--- config.mk ---
export PLATFORM = sky130hd
export DESIGN_NAME = matrix_mac_seq
export DESIGN_NICKNAME = d
export VERILOG_FILES = /design/src/rtl/matrix_mac_seq.sv
export SDC_FILE = /design/constraint.sdc
export NUM_CORES = 1
export LEC_CHECK = 0
export CELL_PAD_IN_SITES_DETAIL_PLACEMENT = 1
export CELL_PAD_IN_SITES_GLOBAL_PLACEMENT = 1
export CORE_MARGIN = 8
export CORE_UTILIZATION = 30
export CTS_CLUSTER_DIAMETER = 40
export CTS_CLUSTER_SIZE = 20
export DETAILED_ROUTE_END_ITERATION = 7
export GPL_ROUTABILITY_DRIVEN = 0
export PLACE_DENSITY_LB_ADDON = 0.1
export SLEW_MARGIN = 20
export SYNTH_ARGS = -nofsm -noshare
export SYNTH_HDL_FRONTEND = slang
export SYNTH_SLANG_ARGS = --single-unit
export TNS_END_PERCENT = 100
--- constraint.sdc ---
create_clock -name clk -period 17.8 [get_ports clk]
set_clock_uncertainty 0.05 [all_clocks]
set_input_delay 3.56 -clock clk [delete_from_list [all_inputs] [get_ports clk]]
set_output_delay 3.56 -clock clk [all_outputs]
set_load 0.1 [all_outputs]
--- src/rtl/matrix_mac_seq.sv ---
// matrix_mac_seq: sequential NxN element-wise (op=0) / matrix-product (op=1) engine on one multiplier.
// Optional MATRIX_ACC_EN adds in_acc, which accumulates the new result into the existing C register.
module matrix_mac_seq #(
    parameter  int unsigned W  = 8,
    parameter  int unsigned N  = 2,
    localparam int unsigned CW = 2*W + $clog2(N)
) (
    input  logic              clk,
    input  logic              rst_n,
    input  logic              in_valid,
    output logic              in_ready,
    input  logic              op,
`ifdef MATRIX_ACC_EN
    input  logic              in_acc,
`endif
    input  logic [N*N*W-1:0]  a_flat,
    input  logic [N*N*W-1:0]  b_flat,
    output logic              out_valid,
    input  logic              out_ready,
    output logic [N*N*CW-1:0] c_flat
);
    localparam int unsigned   IW   = (N > 1) ? $clog2(N) : 1;
    localparam logic [IW-1:0] LAST = IW'(N - 1);

    typedef enum logic [1:0] {IDLE, RUN, DONE} state_t;
    state_t state, state_nxt;

    logic [W-1:0]  a_in [N][N];
    logic [W-1:0]  b_in [N][N];
    logic [W-1:0]  a_q  [N][N];
    logic [W-1:0]  b_q  [N][N];
    logic [CW-1:0] c_q  [N][N];
    logic [CW-1:0] acc_q;
    logic [IW-1:0] i_q, j_q, k_q;
    logic          op_q;
`ifdef MATRIX_ACC_EN
    logic          acc_mode_q;
`endif

    logic [W-1:0]  a_el_c, b_el_c;
    logic [CW-1:0] prod_c, sum_c, elem_c;
    logic          i_last_c, j_last_c, k_last_c, last_c, write_c, accept_c;

    // Flat bus <-> element array mapping, element (i,j) at index i*N+j
    for (genvar gi = 0; gi < N; gi++) begin : g_row
        for (genvar gj = 0; gj < N; gj++) begin : g_col
            assign a_in[gi][gj] = a_flat[(gi*N+gj)*W +: W];
            assign b_in[gi][gj] = b_flat[(gi*N+gj)*W +: W];
            assign c_flat[(gi*N+gj)*CW +: CW] = c_q[gi][gj];
        end
    end

    // Operand select, single multiplier and the value written into C[i][j]
    always_comb begin
        a_el_c   = a_q[i_q][op_q ? k_q : j_q];
        b_el_c   = b_q[op_q ? k_q : i_q][j_q];
        prod_c   = CW'(a_el_c) * CW'(b_el_c);
        sum_c    = acc_q + prod_c;
        elem_c   = op_q ? sum_c : prod_c;
`ifdef MATRIX_ACC_EN
        if (acc_mode_q) elem_c = elem_c + c_q[i_q][j_q];
`endif
        i_last_c = (i_q == LAST);
        j_last_c = (j_q == LAST);
        k_last_c = (k_q == LAST);
        last_c   = i_last_c && j_last_c && (!op_q || k_last_c);
        write_c  = (state == RUN) && (!op_q || k_last_c);
        accept_c = (state == IDLE) && in_valid;
    end

    // Next-state logic
    always_comb begin
        state_nxt = state;
        case (state)
            IDLE:    if (in_valid)  state_nxt = RUN;
            RUN:     if (last_c)    state_nxt = DONE;
            DONE:    if (out_ready) state_nxt = IDLE;
            default:                state_nxt = IDLE;
        endcase
    end

    // State register; handshake outputs follow the next state so they are registered
    always_ff @(posedge clk or negedge rst_n) begin
        if (!rst_n) begin
            state     <= IDLE;
            in_ready  <= 1'b1;
            out_valid <= 1'b0;
        end else begin
            state     <= state_nxt;
            in_ready  <= (state_nxt == IDLE);
            out_valid <= (state_nxt == DONE);
        end
    end

    // Operand capture, loop counters, accumulator and result register
    always_ff @(posedge clk or negedge rst_n) begin
        if (!rst_n) begin
            for (int r = 0; r < N; r++) begin
                for (int c = 0; c < N; c++) begin
                    a_q[r][c] <= '0;
                    b_q[r][c] <= '0;
                    c_q[r][c] <= '0;
                end
            end
            acc_q <= '0;
            i_q   <= '0;
            j_q   <= '0;
            k_q   <= '0;
            op_q  <= 1'b0;
`ifdef MATRIX_ACC_EN
            acc_mode_q <= 1'b0;
`endif
        end else if (accept_c) begin
            a_q   <= a_in;
            b_q   <= b_in;
            op_q  <= op;
            acc_q <= '0;
            i_q   <= '0;
            j_q   <= '0;
            k_q   <= '0;
`ifdef MATRIX_ACC_EN
            acc_mode_q <= in_acc;
            if (!in_acc) begin
                for (int r = 0; r < N; r++)
                    for (int c = 0; c < N; c++) c_q[r][c] <= '0;
            end
`else
            for (int r = 0; r < N; r++)
                for (int c = 0; c < N; c++) c_q[r][c] <= '0;
`endif
        end else if (state == RUN) begin
            if (write_c) c_q[i_q][j_q] <= elem_c;
            if (op_q) acc_q <= k_last_c ? '0 : sum_c;
            // k innermost for matrix product; element-wise mode never moves k
            if (op_q && !k_last_c) begin
                k_q <= k_q + 1'b1;
            end else begin
                k_q <= '0;
                if (!j_last_c) begin
                    j_q <= j_q + 1'b1;
                end else begin
                    j_q <= '0;
                    i_q <= i_last_c ? '0 : i_q + 1'b1;
                end
            end
        end
    end
endmodule

congestion.png
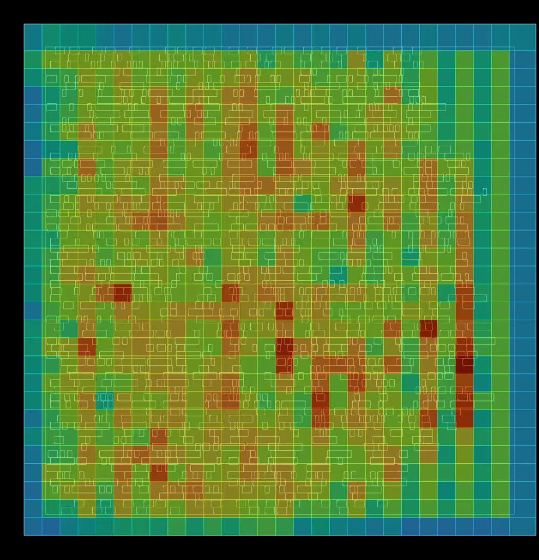
Routed WL per cell: 19.0 um
M1 GR Usage: 0.225
global routing's busiest layer: met2

flops_by_reg.png
The bar under the picture is 50 um long.
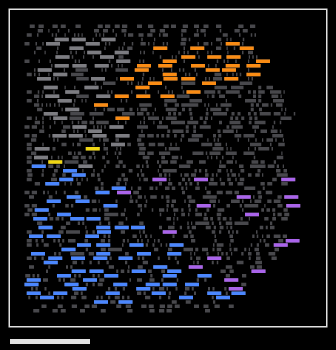
- blue: c_flat (sequential cells 68)
- yellow: state (sequential cells 2)
- purple: acc_q (sequential cells 17)
- orange: a_q (sequential cells 32)
FF/Latch Area: 3930 um2
final core utilization: 0.378

clk_routes.png
The bar under the picture is 50 um long.
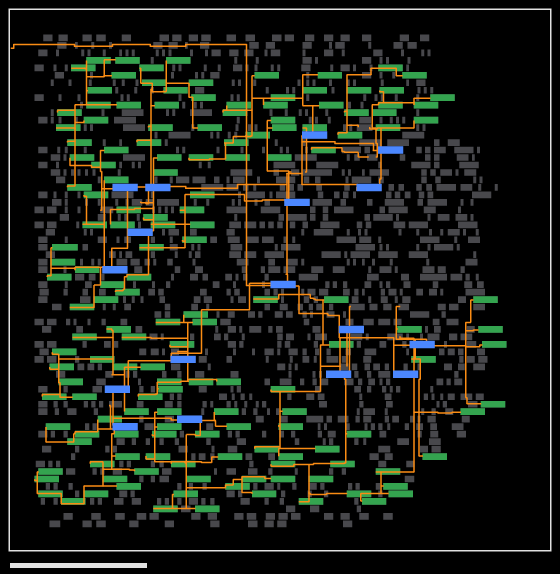
- green: flip-flops (count 157)
- blue: clock drivers (count 17)
- orange: clock wires (length 2670 um)
- routed clock nets: 18
Clock Latency Late Sink: 0.44 ns

placement_by_type.png
The bar under the picture is 50 um long.
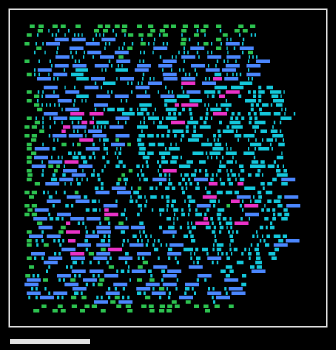
- magenta: clock drivers and dummy loads (cells 32)
- cyan: combinational and other logic (cells 842)
- blue: sequential cells (cells 157)
- green: remaining buffers and delay cells (cells 149)
Seq/total area: 0.322
Rows: 66
fin area: 12200 um2
core area: 32300 um2

logic_types.png
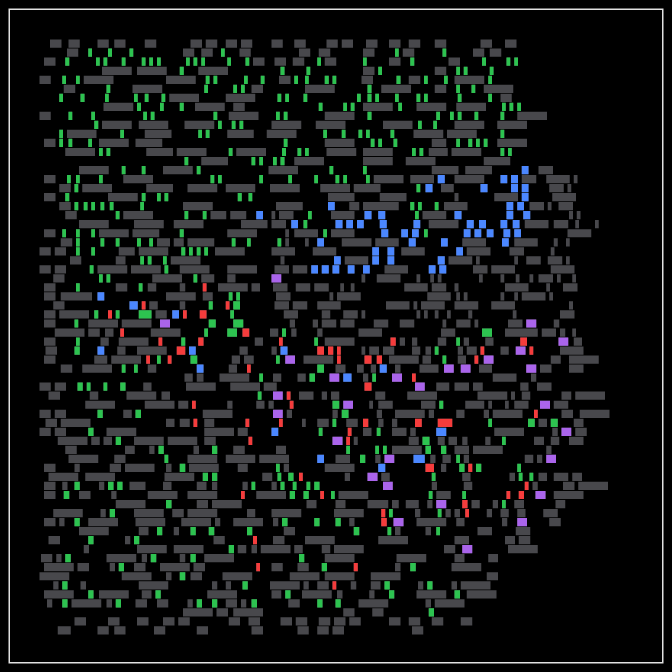
- purple: xor and xnor cells (cells 28; most used xnor2_1)
- green: nand cells (cells 334; most used nand2_1)
- red: nor cells (cells 57; most used nor2_1)
- blue: and/or cells (cells 68; most used and2_1)
logic share of the area: 0.444
commonest non-fill, non-tap cell in the layout: nand2_1
fin cells: 1622

==> worst min-delay path, cell delays in order, from the launching register on <==
cell	delay (ns)
dfrtp_1	0.34
nand2_1	0.05
nand2_1	0.05
==> area by class of cell <==
type	count	area, um2	area share
clock inverters	13	165	0.0135
multi-input cells	784	5410	0.444
flip-flops and latches	157	3930	0.322
well taps	442	553	0.0454
repair buffers	149	1470	0.120
inverters	58	218	0.0179
clock buffers	19	453	0.0371
==> cells in the mapped netlist (36+ instances only) <==
master and count:
dfrtp_1 156, clkbuf_1 40, a21oi_1 36, inv_1 58, and2_1 59, fa_1 37, ha_1 52, nand3_1 65
nor2_1 39, nand2_1 257, o21ai_0 54
==> layer usage <==
metal / GRT usage / vias up / wire (um)
li1: - / 3779 / -
met1: 0.225 / 3990 / 14800
met2: 0.254 / 124 / 14400
met3: 0.0350 / 29 / 1150
met4: 0.0430 / 0 / 418
met5: 0 / - / 0
==> layout by cell type (no fill, tap or decap), types with 3 or more instances in the layout <==
master           Yosys  final
nand2_1            257    256
or3_1                4      4
nand2b_1             7      7
o21a_1               3      3
fa_1                37     37
o21ai_0             54     54
a31oi_1              3      3
clkdlybuf4s50_1      0    137
nor2b_1              6      6
buf_4                1     11
nand4b_1             3      3
clkinv_8             0      3
and2_1              59     58
mux2_2               3      3
nor2_1              39     39
ha_1                52     52
inv_1               58     58
o21ai_2              4      4
xor2_1              12     12
a32oi_1              3      3
mux2i_1             11     11
a21o_1               8      8
nand3_1             65     65
o31a_1               4      4
a22o_1              11     11
inv_8                0      3
o211ai_1            12     12
clkbuf_16            0     17
a211oi_1             6      6
nor3_1               8      8
inv_6                0      5
mux4_2              16     16
o31ai_1             11     11
xnor2_1             16     16
dfrtp_1            156    156
a21oi_1             36     36
==> impl_metrics.ini <==
; flow metrics
[synth]
edf_count = 0
synth_nets = 1213
yosysChipArea_um2 = 9770
synth_area_leader_cell = dfrtp_1
syn_area_per_cell_um2 = 9.26
topCellsByArea = dfrtp_1 40%, nand2_1 9.9%, fa_1 7.6%
syn-cell-area_um2 = 9770
ys_types = 63
yosys_warnings = 0
ys.flops = 157
synthAoiAreaFrac = 0.120
ys_seq_frac = 0.402
yosys.area.top_type_share = 0.400
fa_ha_area_frac = 0.142
ys_top_logic_family = simple AND/OR/NAND/NOR gates
syn_inst = 1055
ys_sh_mux = 0.0544
simple_gate_share = 0.211
ys_async_sr_fraction = 1.00

[clocking]
htreeDepth = 4
numCtsBuffers = 17
cts_resized = 0
cts_tree = built
holdBufCountCts = 0
cts.sinks = 157
post_cts_buffers = 0

[setup_path]
critPathArrivalTime_ns = 8.52
worst-path-buf-inv = 4
r2r_start = j_last_c
cp_num_cells = 24
cp_cell_sequence = mux2i_2 > mux4_2 > nand2_1 > fa_1 > fa_1 > inv_1 > fa_1 > inv_1 > fa_1 > inv_1 > ha_1 > a21o_1 > a21oi_1 > a21oi_1 > o41ai_1 > xor2_1 > inv_1 > ha_1 > a21oi_1 > nand2_1 > xnor2_1 > o2111a_1 > a31oi_1 > o211ai_1
cpMaxStageDelayCell = dfrtp_1
rrSetupSlack_ns = 9.53
critical_path_peak_fanout = 18
slowest_delay_ns = 0.67
cpLargestDelayFamily = adder cells
crit_end = c_flat[14]
cp-end-kind = register

[placed_design]
dp_cells = 1590
place_area_um2 = 11600
io_buffers = 138
place_ws_ns = 9.59

[die]
fp_util = 0.303
ioPinCount = 139
die_area_um2 = 38600
dieHeight_um = 196
die_w_um = 196

[timing]
clock.fmax_ghz = 0.121
fin_ws_ns = 9.53
fin_setup_tns_ns = 0
holdWs_ns = 0.423
drv_slew = 0
slew_headroom = 0.290
hold_violations = 0
tightest_slew_ns = 1.04

[routing]
dr.pass1.iters = 7
drc = 0
drtIter0Drc = 406
wirelength_um = 30800
via_per_inst = 4.88

[global_routing]
grt_usage = 0.162
grt_max_degree = 87
grt_pass1_vias = 8574

[cells_and_area]
fin_nets = 1325
fill_cells = 3704
synthToLayoutAreaGrowth_pct = 24.8
largest_reg_flops = 68
diodes = 0
layout-drive-gt1-share = 0.0661

[worst_hold_path]
hold_end = a_q[28]
hold_start = a_q[28]
worstHoldPathCells = 2
worstHoldPathType = register to register

[outcome]
status = complete, no violations
